### Port wiring, run 1

Scale: 3 px per micron.
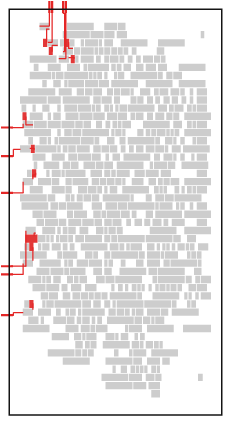
### Pin map, run 1

Scale: 4 px per micron. Pins as bars across the die edge, other pins in grey.
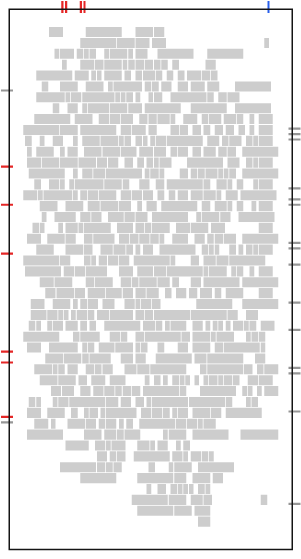
### Cell sizes after repair, run 1

Scale: 4 px per micron.
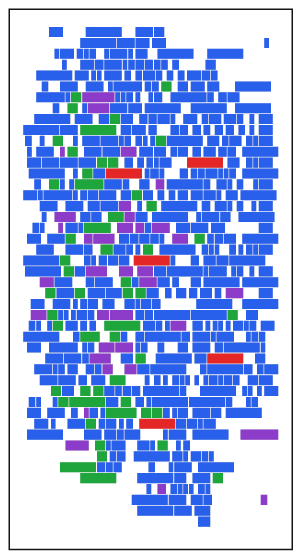
==> config.mk <==
export PLATFORM = sky130hd
export DESIGN_NAME = temp_conv
export DESIGN_NICKNAME = d
export VERILOG_FILES = /design/src/rtl/temp_conv_pkg.sv /design/src/rtl/temp_conv_div.sv /design/src/rtl/temp_conv.sv
export SDC_FILE = /design/constraint.sdc
export NUM_CORES = 1
export LEC_CHECK = 0
export CAP_MARGIN = 10
export CORE_ASPECT_RATIO = 2
export CORE_MARGIN = 3
export CORE_UTILIZATION = 55
export CTS_BUF_LIST = sky130_fd_sc_hd__clkbuf_16
export CTS_CLUSTER_DIAMETER = 150
export DETAILED_ROUTE_END_ITERATION = 8
export GPL_ROUTABILITY_DRIVEN = 0
export GPL_TIMING_DRIVEN = 1
export HOLD_SLACK_MARGIN = 0.06
export PLACE_DENSITY = 0.83
export SYNTH_ARGS = -nofsm -noshare
export SYNTH_HDL_FRONTEND = slang
export SYNTH_SLANG_ARGS = --single-unit
==> constraint.sdc <==
create_clock -name clk -period 3.8 [get_ports clk]
set_clock_uncertainty 0.1 [all_clocks]
set_input_delay 0.76 -clock clk [delete_from_list [all_inputs] [get_ports clk]]
set_output_delay 0.76 -clock clk [all_outputs]
set_load 0.03 [all_outputs]
==> reports/metrics.cfg, run 1 <==
[logic_synthesis]
fp_nets=602
synth_area_leader_cell=dfrtp_1
synthAoiAreaFrac_pct=18.5
synth_top_cell_by_count=ha_1
yosysChipArea_sq_um=4560
netlist_top_cells_count=ha_1 (58), dfrtp_1 (51), nand2_1 (42), o21ai_0 (37), nor2_1 (34)
yosysWarnings=0
ys_cells=524
topCombFamilyByArea=simple AND/OR/NAND/NOR gates
synthXorXnorAreaFrac_pct=6.73
syn_area_sq_um=4560
edf_count=0
synthAdderAreaFrac_pct=18.1
syn_inst=524
area_leaders=dfrtp_1 (28%), ha_1 (16%), o21ai_0 (4.1%), xnor2_1 (3.7%), nand2_1 (3.5%)
synth-main-ff-cell=dfrtp_1
async_reset_ff_share_pct=100
synth.area.mux_share_pct=3.41
ys_sh_simple_pct=19.5
ys_seq_share_pct=28.6
syn_area_per_cell_sq_um=8.69
top_cell_area_share_pct=28.0
yosysUniqueCellTypes=66
synth_flops=52

[detailed_routing]
wl_met1_microns=3830
viasPerCell=6.09
num_vias=4079
dr_wl_met2_microns=6400
dr_wl_met3_microns=341
drt_first_iter_violations=244
wirelength_microns=11000
drc_errors=0
top_layer=met4
ant_nets=0
avgRoutedWirePerCell_microns=16.5
firstDrtPassIters=4

[cts]
cts_sinks=52
cts_setup_buffers=0
cts_tree=done
cts_buffers=5
root_buffer=clkbuf_16
cts_max_level=2
cts-resized-gates=6
clock_latency_ps=290
hold_buffers=0
cts_buffer_depth=2
clk_pin_slew_ps=70

[worst_setup_path]
worstPathRequired_ps=3870
rr_worst_depth=14
arrival_ps=3780
crit_fanout=4
regToRegSetupSlack_ps=80
worstSetupPathType=reg2reg
crit_path_end_kind=flip-flop
setup.worst_path.start_class=flip-flop

[placed_design]
dpl.hpwl_microns=8340
placed_cells=659
postPlaceCellArea_sq_um=5100

[layout]
largest_reg_flops=14
fillers=640
nNetsFinal=651
layout-drive-gt1-share_pct=16.0
ff_latch_area_sq_um=1300
diodes=0
stdcell_count=670
logic_area_sq_um=3210
finalInstanceArea_sq_um=5440

[global_routing]
grt_overflow_total=0
grt_pass1_wl_microns=18500
track_usage_pct=23.8
busiest_layer=met2
antenna_found_initial=0
grt_util_met3_pct=2.53
grt_use_met2_pct=47.7
met1_usage_pct=22.9
grt_max_degree=34
grt_pass1_vias=4221

[status]
outcome=finished clean

[timing]
relSlewSlack_pct=51.8
hold_violations=0
tightest_slew_ps=723
drv_slew=0
fin_crit_ps=3720
setup_viol=0
period_used_pct=97.8
fmaxAchievable_mhz=269

[floorplan]
num_rows=46
fp-utilization_pct=56.9
chipArea_sq_um=9480
core_sq_um=8000

[run]
warnings=33
drv_cap=0

[min_path]
hold_depth=2
hold_path.class=reg2reg

Back to the opening pictures, 'Port wiring':
red -> temp_in  # bits 10, direction input, edge 6 left, 4 top, end cells 10, buffers 10, wire 131 microns
Top-Level Pins: 28
I/O Buffers: 26

Back to the opening pictures, 'Pin map':
blue -> ovf  # pins 1, direction output, edge top
red -> temp_in  # pins 10, direction input, edge 6 left, 4 top
all pins by edge = 15 right, 8 left, 5 top
Die Y: 135 microns
die width: 70.4 microns

Back to the opening pictures, 'Cell sizes after repair':
red -> _6 and larger  # cells 5
green -> _3 and _4 cells  # cells 52
purple -> _2 cells  # cells 35
blue -> _0 and _1 cells  # cells 482
worst setup margin: 82.4 ps
area grow syn2layout: 19.4%

[run 1: cell type report]
class	count	share of cell area (%)
timing repair buffer	65	10.1
multi-input combinational	417	59.0
inverter	32	2.21
tap	96	2.21
clock inverter	3	0.276
sequential	52	23.9
clock buffer	5	2.30
[run 1: critical path, cell delays in order (launching register included)]
cell and delay, ps:
dfrtp_1 430, inv_2 120, ha_2 200, xor2_1 220
ha_1 280, ha_1 370, and2_4 190, and3_4 160
o21a_1 190, buf_4 150, or3_2 480, a31oi_4 240
a41oi_2 180, xor2_1 200, o21ai_1 70
[run 1: per-stage QoR]
step                setup slack, ps  hold WS [ps]  TNS, ps  utilization (%)
global route                  -26.0           411    -29.3             68.0
CTS                           -2.29           381    -2.29             65.8
global placement               10.5           355        0             63.7
detailed placement            -69.9           364     -241             63.7
finish                         82.4           377        0             68.0
floorplan                      12.6           344        0                -
[run 1: cells in the final DEF (no fill, tap or decap), drive strengths merged, types with 8 or more instances in the layout]
cell type | netlist | layout
xnor2 | 19 | 19
or3 | 8 | 8
a21oi | 28 | 28
ha | 58 | 58
nor2 | 35 | 35
a211oi | 15 | 15
inv | 32 | 33
buf | 8 | 40
nand2b | 9 | 9
and3 | 9 | 9
nand3 | 15 | 15
nor2b | 12 | 12
nand2 | 42 | 42
xor2 | 16 | 16
nor3 | 12 | 12
o21ai | 43 | 43
clkdlybuf4s50 | 0 | 25
dfrtp | 51 | 51
mux2i | 11 | 11
## Run 2: what changed since run 1
- CORE_UTILIZATION: 55 -> 59
- DONT_BUFFER_PORTS: unset -> 1
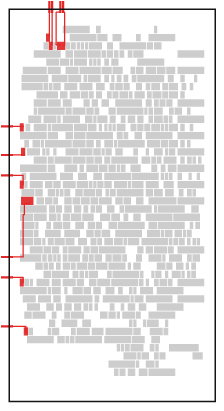
*Port wiring, run 2*
Scale: 3 px per micron.
I/O Buffers: 0

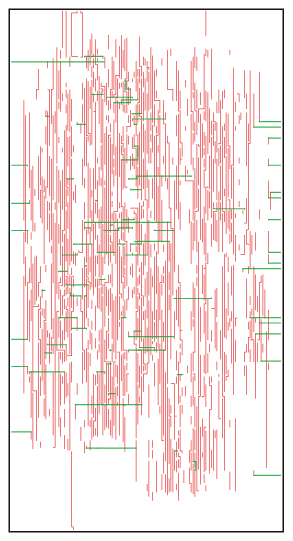
*Routed metal, one colour a layer, run 2*
Scale: 4 px per micron. Only two layers are drawn.
red -> metal 2  # wire length 6,330 microns
green -> metal 3  # wire length 378 microns
gr usage total: 25.5%
DR WL/cell: 17.3 microns
vias post-DR: 3,994

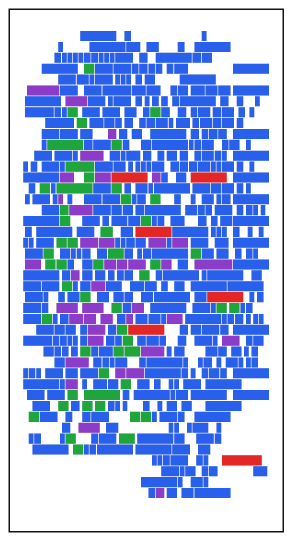
*Cell sizes after repair, run 2*
Scale: 4 px per micron.
red -> _6 and larger  # cells 6
purple -> _2 cells  # cells 39
green -> _3 and _4 cells  # cells 51
blue -> _0 and _1 cells  # cells 457
area grow syn2layout: 14.7%
worst setup margin: 72.4 ps
fin area: 5220 sq um
Non-clk bufs: 43

==> run 2 against run 1 <==
  * Via count down 2.1%
  * Register-to-register slack about the same
  * Synthesized cell count unchanged
  * Worst hold slack worse by 180 ps
  * Core utilization is 2.8 points higher
  * Critical path type unchanged
  * Critical path depth shrank 1
  * Fmax fell by 0.27%
  * Area after synthesis unchanged
==> reports/metrics.cfg, run 2 <==
[worst_setup_path]
crit_path_end_kind=flip-flop
worstPathRequired_ps=3890
crit_fanout=6
worstSetupPathType=reg2reg
regToRegSetupSlack_ps=70
arrival_ps=3810
rr_worst_depth=13

[layout]
fillers=548
layout-drive-gt1-share_pct=17.4
logic_area_sq_um=3200
largest_reg_flops=14
mostFrequentLayoutCell=ha_1
nNetsFinal=630
final_util_pct=70.8
diodes=0
ff_latch_area_sq_um=1300
most-common-layout-cells=ha_1 (54), dfrtp_1 (51), nand2_1 (42), buf_4 (41), o21ai_0 (36)

[detailed_routing]
drc_errors=0
firstDrtPassIters=4
top_layer=met4
drt_first_iter_violations=274
viasPerCell=6.19
wirelength_microns=11100
dr_wl_met2_microns=6330
wl_met1_microns=4010

[floorplan]
fp-utilization_pct=61.8
die_h_microns=130
num_rows=44
core_sq_um=7380
chipArea_sq_um=8880

[timing]
hold_violations=0
tightest_slew_ps=673
fin_crit_ps=3730
relSlewSlack_pct=55.1
setup_total_negative_slack_ps=0
fmaxAchievable_mhz=268
drv_slew=0

[global_routing]
grt_max_degree=44
busiest_layer=met2
grt_pass1_wl_microns=17500
grt_overflow_total=0
met1_usage_pct=26.6
antenna_found_initial=0
grt_pass1_vias=3886
grt_util_met3_pct=2.93

[logic_synthesis]
yosysWarnings=0
syn_area_sq_um=4560
async_reset_ff_share_pct=100
yosysChipArea_sq_um=4560
synth_area_leader_cell=dfrtp_1
synth-main-ff-cell=dfrtp_1
yosysUniqueCellTypes=66
area_leaders=dfrtp_1 (28%), ha_1 (16%), o21ai_0 (4.1%), xnor2_1 (3.7%), nand2_1 (3.5%)
fp_nets=602
synth_flops=52
netlist_top_cells_count=ha_1 (58), dfrtp_1 (51), nand2_1 (42), o21ai_0 (37), nor2_1 (34)
syn_area_per_cell_sq_um=8.69
ys_seq_share_pct=28.6
top_cell_area_share_pct=28.0
synth_top_cell_by_count=ha_1
edf_count=0

[cts]
cts_max_level=2
root_buffer=clkbuf_16
clk_pin_slew_ps=70
cts_buffer_depth=2
cts_tree=done
cts_buffers=5

[placed_design]
dpl.hpwl_microns=7970

[run]
warnings=32
drv_cap=0

[min_path]
hold_path.class=in2async

[status]
outcome=finished clean

run 2: cell counts after synthesis:
No cell type changed its count.
run 2: per-stage QoR:
step	instance area [sq um]	worst slack (ps)	hold slack, ps	instances
6_report	5220	72.4	201	645
5_1_grt	5220	-27.0	196	645
4_1_cts	5070	0.0822	205	641
3_5_place_dp	4850	-203	363	630
3_3_place_gp	4850	-0.632	358	630
2_1_floorplan	4560	12.6	344	524
run 2: repair_timing:
action / in CTS / in global routing
endpoints found under the setup margin: 13 / 13
buffers inserted: 1 / 3
hold endpoints to repair: 43 / 0
resized: 10 / 24
pin swaps: 1 / 8
hold buffers: 2 / 0
cloned: 0 / 1
run 2: area by class of cell:
type	count	share of cell area, %
multi-input cells	418	61.2
flip-flops and latches	52	24.9
repair buffers	43	6.61
clock buffers	5	2.40
inverters	32	2.35
well taps	92	2.20
clock inverters	3	0.311
run 2: cells by family (layout without fill, tap and decap cells):
group	Yosys count	count (layout)	synth area share [%]
mux	15	15	3.41
compound gates	132	132	18.5
xor+xnor	35	35	6.73
simple gates	171	172	19.5
flops	52	52	28.6
other cells	1	1	0.0823
buf+inv	55	83	5.00
fa+ha+maj	63	63	18.1
run 2: worst max-delay path: stages (launching register included):
cell     delay [ps]
dfrtp_1         400
buf_4           160
inv_4            80
ha_4            150
xor2_2          190
ha_1            280
ha_1            370
and2_4          180
and3_4          160
o21a_1          200
or4_4           520
and3_4          220
or3_1           380
a31o_1          220
